[src/rtl/sha256_bytes_feed.sv]
// Byte-stream sequencer for the sha256 realign/pad stage: reads words, emits data, pad and length beats.
// Optional request/overflow checking is built when SHA256_FEED_ERR_CHK_EN is defined.
module sha256_bytes_feed #(
  parameter int ADDR_MSB  = 7,
  parameter int TOTAL_MSB = 11
) (
  input  logic                CLK,
  input  logic                RST_N,
  input  logic                start,
  input  logic [ADDR_MSB+2:0] start_addr,
  input  logic [4:0]          byte_cnt,
  input  logic                new_ctx,
  input  logic                finish,
  input  logic                stall,
  output logic                ready,
  output logic                mem_rd_en,
  output logic [ADDR_MSB:0]   mem_rd_addr,
  output logic                wr_en,
  output logic [2:0]          len,
  output logic [1:0]          off,
  output logic                add0x80pad,
  output logic                add0pad,
  output logic                add_total,
  output logic [TOTAL_MSB:0]  total,
  output logic                block_done,
  output logic                err
);

  localparam int AW = ADDR_MSB + 3;
  localparam int TW = TOTAL_MSB + 1;

  localparam logic [2:0] S_IDLE  = 3'd0;
  localparam logic [2:0] S_RD    = 3'd1;
  localparam logic [2:0] S_PAD80 = 3'd2;
  localparam logic [2:0] S_PADZ  = 3'd3;
  localparam logic [2:0] S_LENHI = 3'd4;
  localparam logic [2:0] S_LENLO = 3'd5;

  logic [2:0]          r_state;
  logic [ADDR_MSB+2:0] r_addr;
  logic [4:0]          r_rem;
  logic                r_first;
  logic                r_finish;
  logic [5:0]          r_pos;
  logic [TOTAL_MSB:0]  r_total;
  logic                r_wr_en;
  logic [2:0]          r_len;
  logic [1:0]          r_off;
  logic                r_pad80;
  logic                r_padz;
  logic                r_addtot;
  logic                r_block_done;

  logic       w_beat;
  logic       w_wr;
  logic       w_p80;
  logic       w_pz;
  logic       w_at;
  logic [2:0] w_len;
  logic [1:0] w_off;
  logic [2:0] w_room;
  logic [2:0] w_rd_len;
  logic [2:0] w_pad80_len;
  logic [6:0] w_pos_sum;
  logic [5:0] w_pos_next;
  logic       w_accept;

  assign w_room      = r_first ? (3'd4 - {1'b0, r_addr[1:0]}) : 3'd4;
  assign w_rd_len    = ({2'b00, w_room} < r_rem) ? w_room : r_rem[2:0];
  assign w_pad80_len = 3'd4 - {1'b0, r_pos[1:0]};

  always_comb begin
    w_beat = 1'b0;
    w_wr   = 1'b0;
    w_p80  = 1'b0;
    w_pz   = 1'b0;
    w_at   = 1'b0;
    w_len  = 3'd0;
    w_off  = 2'd0;
    if (!stall) begin
      case (r_state)
        S_RD: begin
          w_beat = 1'b1;
          w_wr   = 1'b1;
          w_len  = w_rd_len;
          w_off  = r_first ? r_addr[1:0] : 2'd0;
        end
        S_PAD80: begin
          w_beat = 1'b1;
          w_p80  = 1'b1;
          w_pz   = 1'b1;
          w_len  = w_pad80_len;
        end
        S_PADZ, S_LENHI: begin
          w_beat = 1'b1;
          w_pz   = 1'b1;
          w_len  = 3'd4;
        end
        S_LENLO: begin
          w_beat = 1'b1;
          w_at   = 1'b1;
          w_len  = 3'd4;
        end
        default: ;
      endcase
    end
  end

  // Bit 6 of the sum marks the beat that completes the 64-byte block.
  assign w_pos_sum  = {1'b0, r_pos} + {4'b0000, w_len};
  assign w_pos_next = w_pos_sum[5:0];

`ifdef SHA256_FEED_ERR_CHK_EN
  logic          r_err;
  logic          w_req_bad;
  logic [1:0]    w_eff_pos_lo;
  logic [TW:0]   w_tot_sum;

  assign w_eff_pos_lo = new_ctx ? 2'd0 : r_pos[1:0];
  assign w_req_bad    = (byte_cnt == 5'd0) || (byte_cnt > 5'd16) ||
                        ((start_addr[1:0] != 2'd0) && (w_eff_pos_lo != 2'd0));
  assign w_accept     = start && ready && !w_req_bad;
  assign w_tot_sum    = {1'b0, r_total} + (TW+1)'(w_len);

  always_ff @(posedge CLK or negedge RST_N) begin
    if (!RST_N) begin
      r_err <= 1'b0;
    end else if ((start && !ready) || (start && ready && w_req_bad) ||
                 (w_wr && w_tot_sum[TW])) begin
      r_err <= 1'b1;
    end
  end

  assign err = r_err;
`else
  assign w_accept = start && ready;
  assign err      = 1'b0;
`endif

  always_ff @(posedge CLK or negedge RST_N) begin
    if (!RST_N) begin
      r_state      <= S_IDLE;
      r_addr       <= '0;
      r_rem        <= 5'd0;
      r_first      <= 1'b0;
      r_finish     <= 1'b0;
      r_pos        <= 6'd0;
      r_total      <= '0;
      r_wr_en      <= 1'b0;
      r_len        <= 3'd0;
      r_off        <= 2'd0;
      r_pad80      <= 1'b0;
      r_padz       <= 1'b0;
      r_addtot     <= 1'b0;
      r_block_done <= 1'b0;
    end else begin
      r_wr_en      <= w_wr;
      r_len        <= w_len;
      r_off        <= w_off;
      r_pad80      <= w_p80;
      r_padz       <= w_pz;
      r_addtot     <= w_at;
      r_block_done <= w_beat && w_pos_sum[6];
      if (w_beat) r_pos <= w_pos_next;
      if (w_wr) r_total <= r_total + TW'(w_len);

      case (r_state)
        S_IDLE: begin
          if (w_accept) begin
            r_addr   <= start_addr;
            r_rem    <= byte_cnt;
            r_first  <= 1'b1;
            r_finish <= finish;
            if (new_ctx) begin
              r_pos   <= 6'd0;
              r_total <= '0;
            end
            // A zero-length request is a pure finish: go straight to padding.
            if (byte_cnt == 5'd0) r_state <= finish ? S_PAD80 : S_IDLE;
            else                  r_state <= S_RD;
          end
        end
        S_RD: begin
          if (!stall) begin
            r_addr  <= r_addr + AW'(w_len);
            r_rem   <= r_rem - {2'b00, w_len};
            r_first <= 1'b0;
            if ({2'b00, w_len} == r_rem) r_state <= r_finish ? S_PAD80 : S_IDLE;
          end
        end
        S_PAD80: if (!stall) r_state <= (w_pos_next == 6'd56) ? S_LENHI : S_PADZ;
        S_PADZ:  if (!stall && (w_pos_next == 6'd56)) r_state <= S_LENHI;
        S_LENHI: if (!stall) r_state <= S_LENLO;
        S_LENLO: if (!stall) r_state <= S_IDLE;
        default: r_state <= S_IDLE;
      endcase
    end
  end

  assign ready       = (r_state == S_IDLE);
  assign mem_rd_en   = w_wr;
  assign mem_rd_addr = r_addr[ADDR_MSB+2:2];
  assign wr_en       = r_wr_en;
  assign len         = r_len;
  assign off         = r_off;
  assign add0x80pad  = r_pad80;
  assign add0pad     = r_padz;
  assign add_total   = r_addtot;
  assign total       = r_total;
  assign block_done  = r_block_done;

endmodule

[config.mk]
export PLATFORM = sky130hd
export DESIGN_NAME = sha256_bytes_feed
export DESIGN_NICKNAME = d
export VERILOG_FILES = /design/src/rtl/sha256_bytes_feed.sv
export SDC_FILE = /design/constraint.sdc
export NUM_CORES = 1
export LEC_CHECK = 0
export ABC_AREA = 1
export CELL_PAD_IN_SITES_DETAIL_PLACEMENT = 1
export CELL_PAD_IN_SITES_GLOBAL_PLACEMENT = 2
export CORE_ASPECT_RATIO = 0.7
export CORE_MARGIN = 3
export CORE_UTILIZATION = 31
export DETAILED_ROUTE_END_ITERATION = 8
export PLACE_DENSITY_LB_ADDON = 0.3
export SYNTH_ARGS = -nofsm -noshare
export SYNTH_HDL_FRONTEND = slang
export SYNTH_SLANG_ARGS = --single-unit
[constraint.sdc]
create_clock -name CLK -period 4.2 [get_ports CLK]
set_input_delay 0.42 -clock CLK [delete_from_list [all_inputs] [get_ports CLK]]
set_output_delay 0.42 -clock CLK [all_outputs]
set_load 0.1 [all_outputs]
==> run summary, run 1 <==
Yosys cell count -> 412
Syn Nets -> 454
Metal2 WL -> 3660 um
Final worst slack -> 0.355 ns
Max-area cell share -> 0.376
Syn Std Cell Area -> 0.00319 mm2
CP Depth -> 24
Reg2reg end -> r_state[1]$_DFFE_PN0P_
Min-Delay Path Class -> input port to asynchronous set/reset pin
Clock Path Buffers -> 2
Core ar. -> 0.00987 mm2
Registers -> 48
Max Cap Viol -> 0
Antenna violations before repair -> 0
Register area share after synthesis -> 0.376
Post-layout min period -> 3.85 ns
Nets -> 503
DRC Markers -> 0
PortBufs -> 52
Clock Sinks -> 48
Unique cell types -> 36
Dominant logic cell type in the layout -> nand2_1
Worst-Margin Slew -> 0.977 ns
Vias in the first global route -> 2,979
GR peak layer -> met1
Row count -> 30
Flop2flop setup slack -> 0.35 ns
CP Capture Point -> r_state[1]$_DFFE_PN0P_
Final setup violation count -> 0
TritonCTS buffer count -> 5
Cell area leaders -> dfrtp_1 38%, nand2_1 11%, ha_1 6.7%
Clock buffer cells -> 5
Well Taps -> 128
Max Slew Vio Count -> 0
EDFF count, synth -> 0
Setup crit start -> r_addr[1]$_DFFE_PN0P_
WL met1 -> 4710 um
Signal buf overhead -> 0.140
CP startpoint kind -> register
Largest cell class by area -> combinational gates
OpenROAD warnings -> 26
Most common reg cell -> dfrtp_1
Synth top cells by count -> 96 x nand2_1, 51 x inv_1, 48 x dfrtp_1
Dominant logic cell types in the final layout -> 96 x nand2_1, 51 x inv_1, 50 x clkdlybuf4s50_1
Logic share of the area -> 0.420
H-tree levels -> 2
Path depth of the worst reg2reg path -> 24
CP max stage cell -> fa_1
CP Capture Type -> register
Synthesis area per yosys -> 0.00319 mm2
Max Clock Skew -> 0.00630 ns
First-pass GRT wire length -> 15,300 um
Max_slew headroom -> 0.347
Clock Root Buffer -> clkbuf_16
IO Count -> 54
Clock buf/inv share -> 0.0431
# hold bufs at CTS -> 0
Layout Cells excl Fill -> 590
Share of post-route cells with drive strength above 1 -> 0.106
Register area -> 0.00120 mm2
Metal3 WL -> 440 um
Ant. Diodes -> 0
Signal buffers -> 58
Largest net degree at the start of global routing -> 36
WP data arrival -> 4.03 ns
CTS tree -> built
CP required -> 4.39 ns
Crit-path max FO -> 4
Starting DRT DRC Count -> 164
DP HPWL -> 6880 um
Yosys top cell by area -> dfrtp_1
Chip Width -> 127 um
Placed insts -> 581
Status -> finished clean
Total routed wirelength -> 8870 um
CP bufs+invs -> 4
DRT Pass-1 Iters -> 4
Setup TNS -> 0 ns
Highest Signal Layer -> met4
Max stage delay on crit path -> 0.41 ns
Worst skew pair latency -> 0.30 ns
Clock-pin slew on the worst setup and hold paths -> 0.07 ns
CP delay by family, top -> simple AND/OR/NAND/NOR gates
Synth warnings -> 0
WS Path Type -> register to register
Pre-CTS setup slack -> 0.152 ns
Fillers -> 1,235
Via count -> 2,861
Fmax -> 260 MHz
GR Overflow Total -> 0
GPL Wtd Cong -> 0.783
Final period util -> 0.916
Most frequent cell after synthesis -> nand2_1
Synth Register Bits -> 48
MI comb cells -> 290
Synth-to-layout area growth -> 24.7%
Die Size -> 0.0116 mm2
CP most frequent cell -> nand2_1
Die height -> 90.9 um
Synthesized instance count -> 412
Seq/total area -> 0.302
Pre-Place Util -> 0.323
Inverter count -> 58
-- run 1: worst min path at each step --
stage / endpoint / from / slack [ns] / depth (start not counted)
floorplan: add0pad$_DFF_PN0_ / RST_N / 0.12 / 0
global placement: r_pos[5]$_DFF_PN0_ / RST_N / 0.34 / 1
detailed placement: block_done$_DFF_PN0_ / RST_N / 0.34 / 1
CTS: block_done$_DFF_PN0_ / RST_N / 0.02 / 1
global route: block_done$_DFF_PN0_ / RST_N / 0.04 / 1
finish: r_pos[5]$_DFF_PN0_ / RST_N / 0.01 / 1
-- run 1: logic make-up (layout without fill, tap and decap cells) --
group | Yosys count | count (layout) | share of synthesized area
AND-OR/OR-AND | 69 | 69 | 0.127
flip-flops | 48 | 48 | 0.376
AND/OR/NAND/NOR | 190 | 190 | 0.275
buffers and inverters | 74 | 124 | 0.104
XOR/XNOR | 9 | 9 | 0.0247
adder cells (fa/ha/maj) | 21 | 21 | 0.0917
other | 1 | 1 | 0.00117
-- run 1: state kept, by name, indices dropped and copies added (netlist names), 2 cells and up --
signal   flops
r_pos        6
off          2
r_rem        5
len          3
r_state      3
r_addr      10
total       12
-- run 1: through the flow --
step | util | hold slack, ns | instance area (um2)
CTS | 0.401 | 0.0244 | 3960
global placement | 0.384 | 0.337 | 3790
finish | 0.403 | 0.0127 | 3980
floorplan | - | 0.124 | 3190
global route | 0.403 | 0.0420 | 3980
detailed placement | 0.384 | 0.340 | 3790
-- run 1: what timing repair did --
item                       CTS  global route
gates resized                0             6
setup endpoints to repair    0             4
setup buffers                0             1
run_1/met3.png
Bar = 50 um.
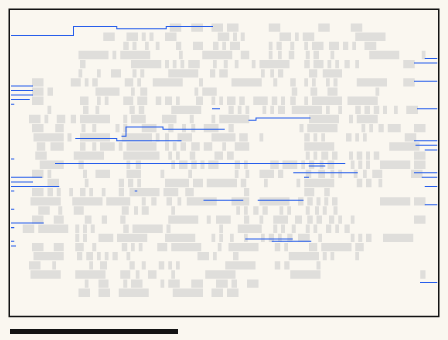
The longest straight run is 86.0 um. The wires run mostly horizontal. The layer carries 440 um of wire. 36 nets have wire on it.

run_1/met1.png
Bar = 50 um. Supply wires on this layer in gray.
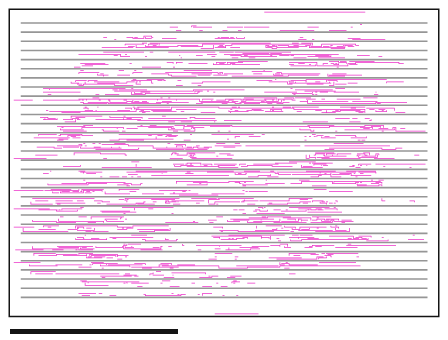
The longest straight run is 35.9 um. The wires run mostly horizontal. The layer carries 4,710 um of wire.

run_1/final_congestion.png
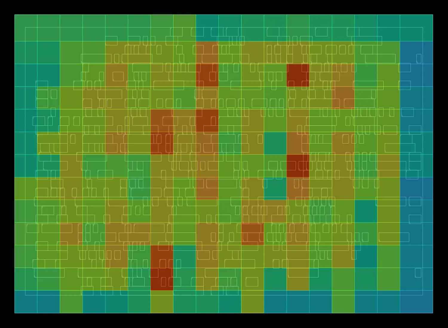
Routed wire per std cell: 15.0 um
grt met3 use: 0.0325
global router's overall resource usage: 0.164
met2 GRT Util: 0.236

run_1/zoom.png
Bar = 10 um. Region (75, 3) to (115, 43) um. Cells in gray, sequential cells in the stronger gray; small squares are vias.
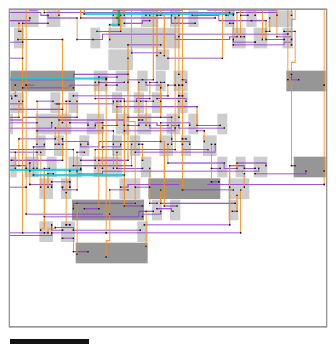
Key: cyan = met3; green = met4; orange = met2; purple = met1
Netlist names of flops here include `r_pos` (4), `add0x80pad` (1). Sequential cells in the window: 5. 68 logic cells have their middle in the window. Most frequent: nand2_1 (19), nand3_1 (12), inv_1 (11).

==> run 2: changes to the inputs <==
GPL_TIMING_DRIVEN = 1   (was default)
run_2/met1.png
Bar = 50 um. Supply wires on this layer in gray.
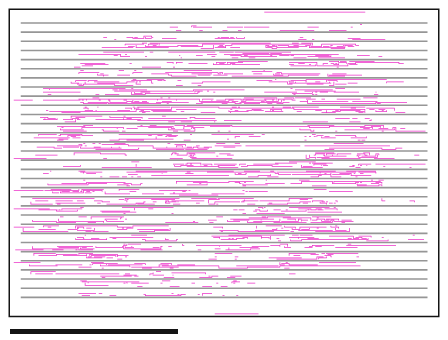
The wires run mostly horizontal. The layer holds 53% of the routed length.

run_2/final_congestion.png
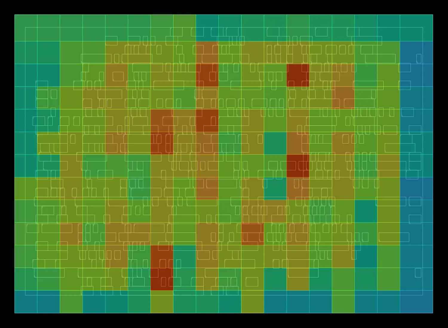
GR peak layer: met1
met1 usage: 0.253

==> run summary, run 2 <==
DP HPWL -> 6880 um
Post-layout min period -> 3.85 ns
TritonCTS buffer count -> 5
Registers -> 48
CP most frequent cell -> nand2_1
CP max stage cell -> fa_1
Synth warnings -> 0
DP Area -> 0.00379 mm2
Hold Fails Final Rpt -> 0
Well Taps -> 128
Max_slew headroom -> 0.347
Most common reg cell -> dfrtp_1
Unique cell types -> 36
Routed wire per std cell -> 15.0 um
Via count -> 2,861
Final setup violation count -> 0
Synthesized instance count -> 412
Fmax -> 260 MHz
Max Slew Vio Count -> 0
Status -> finished clean
Synthesis area per yosys -> 0.00319 mm2
Dominant logic cell types in the final layout -> 96 x nand2_1, 51 x inv_1, 50 x clkdlybuf4s50_1
Fillers -> 1,235
Global router's overall resource usage -> 0.164
Post-synth ARST share -> 1.00
Die Size -> 0.0116 mm2
Clock Sinks -> 48
Logic share of the area -> 0.420
Inverter count -> 58
Seq/total area -> 0.302
Antenna violations before repair -> 0
Max stage delay on crit path -> 0.41 ns
MI comb cells -> 290
OpenROAD warnings -> 26
CP Capture Type -> register
Register area -> 0.00120 mm2
RSZ-0062 raised after global routing -> no
Synth Area per Inst -> 7.75 um2
Synth-to-layout area growth -> 24.7%
Clock Root Buffer -> clkbuf_16
DRT Pass-1 Iters -> 4
Worst skew pair latency -> 0.30 ns
EDFF count, synth -> 0
CP required -> 4.39 ns
CP bufs+invs -> 4
CTS tree -> built
CP cell instances -> inv_1 > ha_1 > or2_2 > ha_1 > nand2_1 > inv_1 > o21ai_1 > nand2_1 > o21ai_1 > nand2_1 > a21oi_2 > buf_4 > ha_2 > fa_1 > inv_1 > nand2_1 > nor2_1 > nand3_1 > nor2_2 > nand3_1 > nand2_2 > nand2_2 > nand2_1 > nand2_1
Clock buffer cells -> 5
Pre-Place Util -> 0.323
Clock Path Buffers -> 2
Total routed wirelength -> 8870 um
Nets -> 503
IO Count -> 54
Post-route cell area -> 0.00398 mm2
Ant. Diodes -> 0
Clock buf/inv share -> 0.0431
PortBufs -> 52
Share of post-route cells with drive strength above 1 -> 0.106
Routed Antenna Nets -> 0
Vias in the first global route -> 2,979
Crit-path max FO -> 4
Signal buffers -> 58
Largest cell class by area -> combinational gates
Largest register FFs -> 12
Chip Width -> 127 um
Core ar. -> 0.00987 mm2
Layout Cells excl Fill -> 590
Largest net degree at the start of global routing -> 36
WS Path Type -> register to register
Final worst slack -> 0.355 ns
H-tree levels -> 2
Die height -> 90.9 um
Syn Nets -> 454
Pre-CTS setup slack -> 0.152 ns
Setup TNS -> 0 ns
Post-Route Utilization -> 0.403
Vias per cell -> 4.85
Register area share after synthesis -> 0.376
DRC Markers -> 0
Min-Delay Path Class -> input port to asynchronous set/reset pin
Max Cap Viol -> 0
First-pass GRT wire length -> 15,300 um
Comb area -> 0.00167 mm2
Final period util -> 0.916
Dominant logic cell type in the layout -> nand2_1
Synth Register Bits -> 48
Placed insts -> 581
WP data arrival -> 4.03 ns
Yosys top cell by area -> dfrtp_1
Yosys cell count -> 412
Worst-Margin Slew -> 0.977 ns
Signal buf overhead -> 0.140
Final hold slack -> 0.0127 ns
Synth top cells by count -> 96 x nand2_1, 51 x inv_1, 48 x dfrtp_1
Max Clock Skew -> 0.00630 ns
GPL Wtd Cong -> 0.783
Cell area leaders -> dfrtp_1 38%, nand2_1 11%, ha_1 6.7%
Starting DRT DRC Count -> 164
GR Overflow Total -> 0
Max-area cell share -> 0.376
Syn Std Cell Area -> 0.00319 mm2
CP delay by family, top -> simple AND/OR/NAND/NOR gates
Most frequent cell after synthesis -> nand2_1
CP startpoint kind -> register
Clock-pin slew on the worst setup and hold paths -> 0.07 ns
Row count -> 30
run 2: cell counts in the layout (fill, tap and decap cells not counted):
Identical to the previous run, type by type.
run 2: worst paths after layout:
kind | startpoint | end | slack, ns | cells after the start
max in group asynchronous | RST_N | r_first$_DFFE_PN0P_ | 3.40 | 2
worst min-delay path | RST_N | r_pos[5]$_DFF_PN0_ | 0.01 | 1
worst max-delay path | r_addr[1]$_DFFE_PN0P_ | r_state[1]$_DFFE_PN0P_ | 0.35 | 24
min in group CLK | r_finish$_DFFE_PN0P_ | r_finish$_DFFE_PN0P_ | 0.51 | 2
worst max register to register | r_addr[1]$_DFFE_PN0P_ | r_state[1]$_DFFE_PN0P_ | 0.35 | 24
worst min register to register | r_finish$_DFFE_PN0P_ | r_finish$_DFFE_PN0P_ | 0.51 | 2
run 2: timing repair:
item	CTS	global route
gates resized	0	6
hold buffers	0	0
endpoints found under the setup margin	0	4
buffers inserted	0	1
run 2: kinds of logic (layout without fill, tap and decap cells):
group	Yosys count	after routing	synth area share
simple gates	190	190	0.275
compound gates	69	69	0.127
other cells	1	1	0.00117
fa+ha+maj	21	21	0.0917
xor+xnor	9	9	0.0247
flops	48	48	0.376
buf+inv	74	124	0.104
run 2: routing by layer:
layer | global-route usage | vias to the layer above | share of wire
met5 | 0 | - | 0
met4 | 0.0268 | 0 | 0.0069
met3 | 0.0325 | 6 | 0.050
met2 | 0.236 | 52 | 0.41
met1 | 0.253 | 1373 | 0.53
li1 | - | 1430 | -
run_2/met3.png
Bar = 50 um.
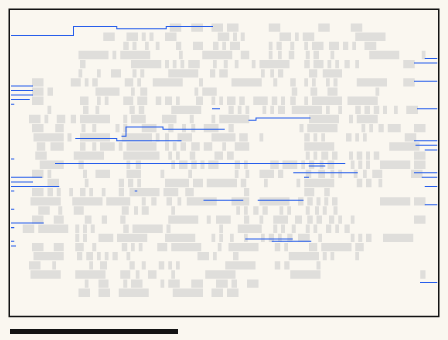

==> run 3: changes to the inputs <==
PLACE_DENSITY = 0.78   (was default)
PLACE_DENSITY_LB_ADDON = default   (was 0.3)
run_3/met3.png
Bar = 50 um.
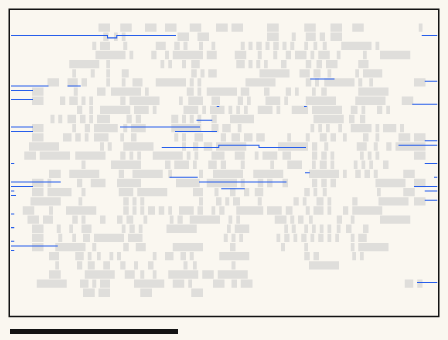
34 nets have wire on it. The layer holds 3.5% of the routed length. The wires run mostly horizontal. The layer carries 315 um of wire.

run_3/met1.png
Bar = 50 um. Supply wires on this layer in gray.
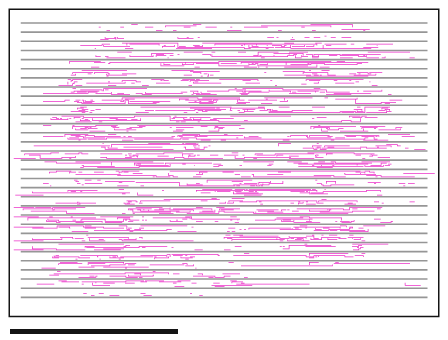
The longest straight run is 56.6 um. The wires run mostly horizontal.

==> run summary, run 3 <==
Status -> finished clean
Synth Area per Inst -> 7.75 um2
CP cell instances -> inv_1 > ha_1 > or2_2 > ha_1 > nand2_1 > inv_1 > o21ai_0 > nand2_1 > o21ai_1 > nand2_1 > a21oi_2 > ha_1 > inv_1 > fa_1 > inv_1 > nand2_1 > a21oi_1 > nand3_2 > o21ai_0 > nand2_1 > nor2_1 > o21ai_1
Most frequent cell after synthesis -> nand2_1
Fillers -> 1,212
Min-Delay Path Class -> input port to asynchronous set/reset pin
Routed Antenna Nets -> 0
H-tree levels -> 2
Synth top cells by count -> 96 x nand2_1, 51 x inv_1, 48 x dfrtp_1
Chip Width -> 127 um
Hold Fails Final Rpt -> 0
Max stage delay on crit path -> 0.38 ns
Clock Root Buffer -> clkbuf_16
Flop2flop setup slack -> 0.27 ns
Largest net degree at the start of global routing -> 49
Share of post-route cells with drive strength above 1 -> 0.118
CP Capture Type -> register
Final setup violation count -> 0
Clock-pin slew on the worst setup and hold paths -> 0.06 ns
Vias in the first global route -> 2,841
Synthesized instance count -> 412
Antenna violations before repair -> 0
Crit-path max FO -> 6
DP HPWL -> 6730 um
First-pass GRT wire length -> 14,800 um
Max Cap Viol -> 0
# hold bufs at CTS -> 0
Synthesis area per yosys -> 0.00319 mm2
GR Overflow Total -> 0
Dominant logic cell types in the final layout -> 96 x nand2_1, 51 x inv_1, 50 x clkdlybuf4s50_1
Total routed wirelength -> 9010 um
Ant. Diodes -> 0
Clock Sinks -> 48
Routed wire per std cell -> 15.2 um
Setup crit start -> r_addr[1]$_DFFE_PN0P_
Cell area leaders -> dfrtp_1 38%, nand2_1 11%, ha_1 6.7%
CP bufs+invs -> 4
Clock Path Buffers -> 2
EDFF count, synth -> 0
CP delay by family, top -> adder cells
Register area share after synthesis -> 0.376
CP max stage cell -> fa_1
CP most frequent cell -> nand2_1
Post-synth ARST share -> 1.00
Starting DRT DRC Count -> 112
Yosys top cell by area -> dfrtp_1
Max Clock Skew -> 0.00879 ns
DRT Pass-1 Iters -> 4
DRC Markers -> 0
Nets -> 508
Fmax -> 255 MHz
OpenROAD warnings -> 26
Synth Register Bits -> 48
Post-CTS setup buffer count -> 0
Largest register FFs -> 12
Core ar. -> 0.00987 mm2
Max-area cell share -> 0.376
CP startpoint kind -> register
IO Count -> 54
Die Size -> 0.0116 mm2
Row count -> 30
Worst r2r src -> r_addr[1]$_DFFE_PN0P_
Most common reg cell -> dfrtp_1
Syn Nets -> 454
Dominant logic cell type in the layout -> nand2_1
Placed insts -> 581
Final period util -> 0.935
Max_slew headroom -> 0.342
TritonCTS buffer count -> 5
Post-layout min period -> 3.93 ns
Max Slew Vio Count -> 0
Die height -> 90.9 um
GPL Wtd Cong -> 0.860
CTS tree -> built
Pre-Place Util -> 0.323
CP Depth -> 22
WS Path Type -> register to register
Layout Cells excl Fill -> 594
Post-Route Utilization -> 0.407
CP required -> 4.37 ns
Post-CTS sizing -> 0
Vias per cell -> 4.76
Yosys cell count -> 412
Global router's overall resource usage -> 0.160
PortBufs -> 52
Synth warnings -> 0
WP data arrival -> 4.10 ns
Via count -> 2,825
Synth-to-layout area growth -> 25.7%
CP Capture Point -> r_addr[8]$_DFFE_PN0P_
Path depth of the worst reg2reg path -> 22
Setup TNS -> 0 ns
Reg2reg end -> r_addr[8]$_DFFE_PN0P_
Unique cell types -> 36
Worst-Margin Slew -> 0.983 ns
Worst skew pair latency -> 0.29 ns
Syn Std Cell Area -> 0.00319 mm2
-- run 3: cell counts after synthesis --
Identical to the previous run, type by type.
-- run 3: cell families after synthesis --
group,synth area share
AOI/OAI and AO/OA,0.127
xor gates and xnor gates,0.0247
adders and majority gates,0.0917
buffers and inverters,0.104
DFF,0.376
other,0.00117
and+or+nand+nor,0.275
-- run 3: worst register-to-register path: stages (launching register included) --
cell and delay [ns]:
dfrtp_1 0.35, inv_1 0.09, ha_1 0.19, or2_2 0.32, ha_1 0.31, nand2_1 0.07, inv_1 0.03, o21ai_0 0.15
nand2_1 0.18, o21ai_1 0.18, nand2_1 0.09, a21oi_2 0.22, ha_1 0.24, inv_1 0.06, fa_1 0.38, inv_1 0.09
nand2_1 0.07, a21oi_1 0.23, nand3_2 0.14, o21ai_0 0.19, nand2_1 0.07, nor2_1 0.09, o21ai_1 0.07
-- run 3: layout make-up --
class	instances	area, um2	area share
clock buffers	6	139	0.0346
repair buffers	63	599	0.149
flip-flops and latches	48	1200	0.299
inverters	58	218	0.0542
multi-input cells	290	1690	0.421
clock inverters	1	8.76	0.00218
well taps	128	160	0.0399
-- run 3: per-stage QoR --
| step | cell area (um2) | setup slack, ns | hold WS, ns |
|---|---|---|---|
| floorplan | 3190 | 0.561 | 0.124 |
| global placement | 3790 | 0.271 | 0.488 |
| detailed placement | 3790 | 0.147 | 0.498 |
| CTS | 3940 | 0.0719 | 0.286 |
| global route | 4020 | -0.0672 | 0.313 |
| finish | 4020 | 0.273 | 0.240 |
-- run 3: metal layers --
layer	GRT usage	part of all wire
met5	0	0
met1	0.253	0.55
met4	0.0277	0.010
met2	0.220	0.41
met3	0.0355	0.035
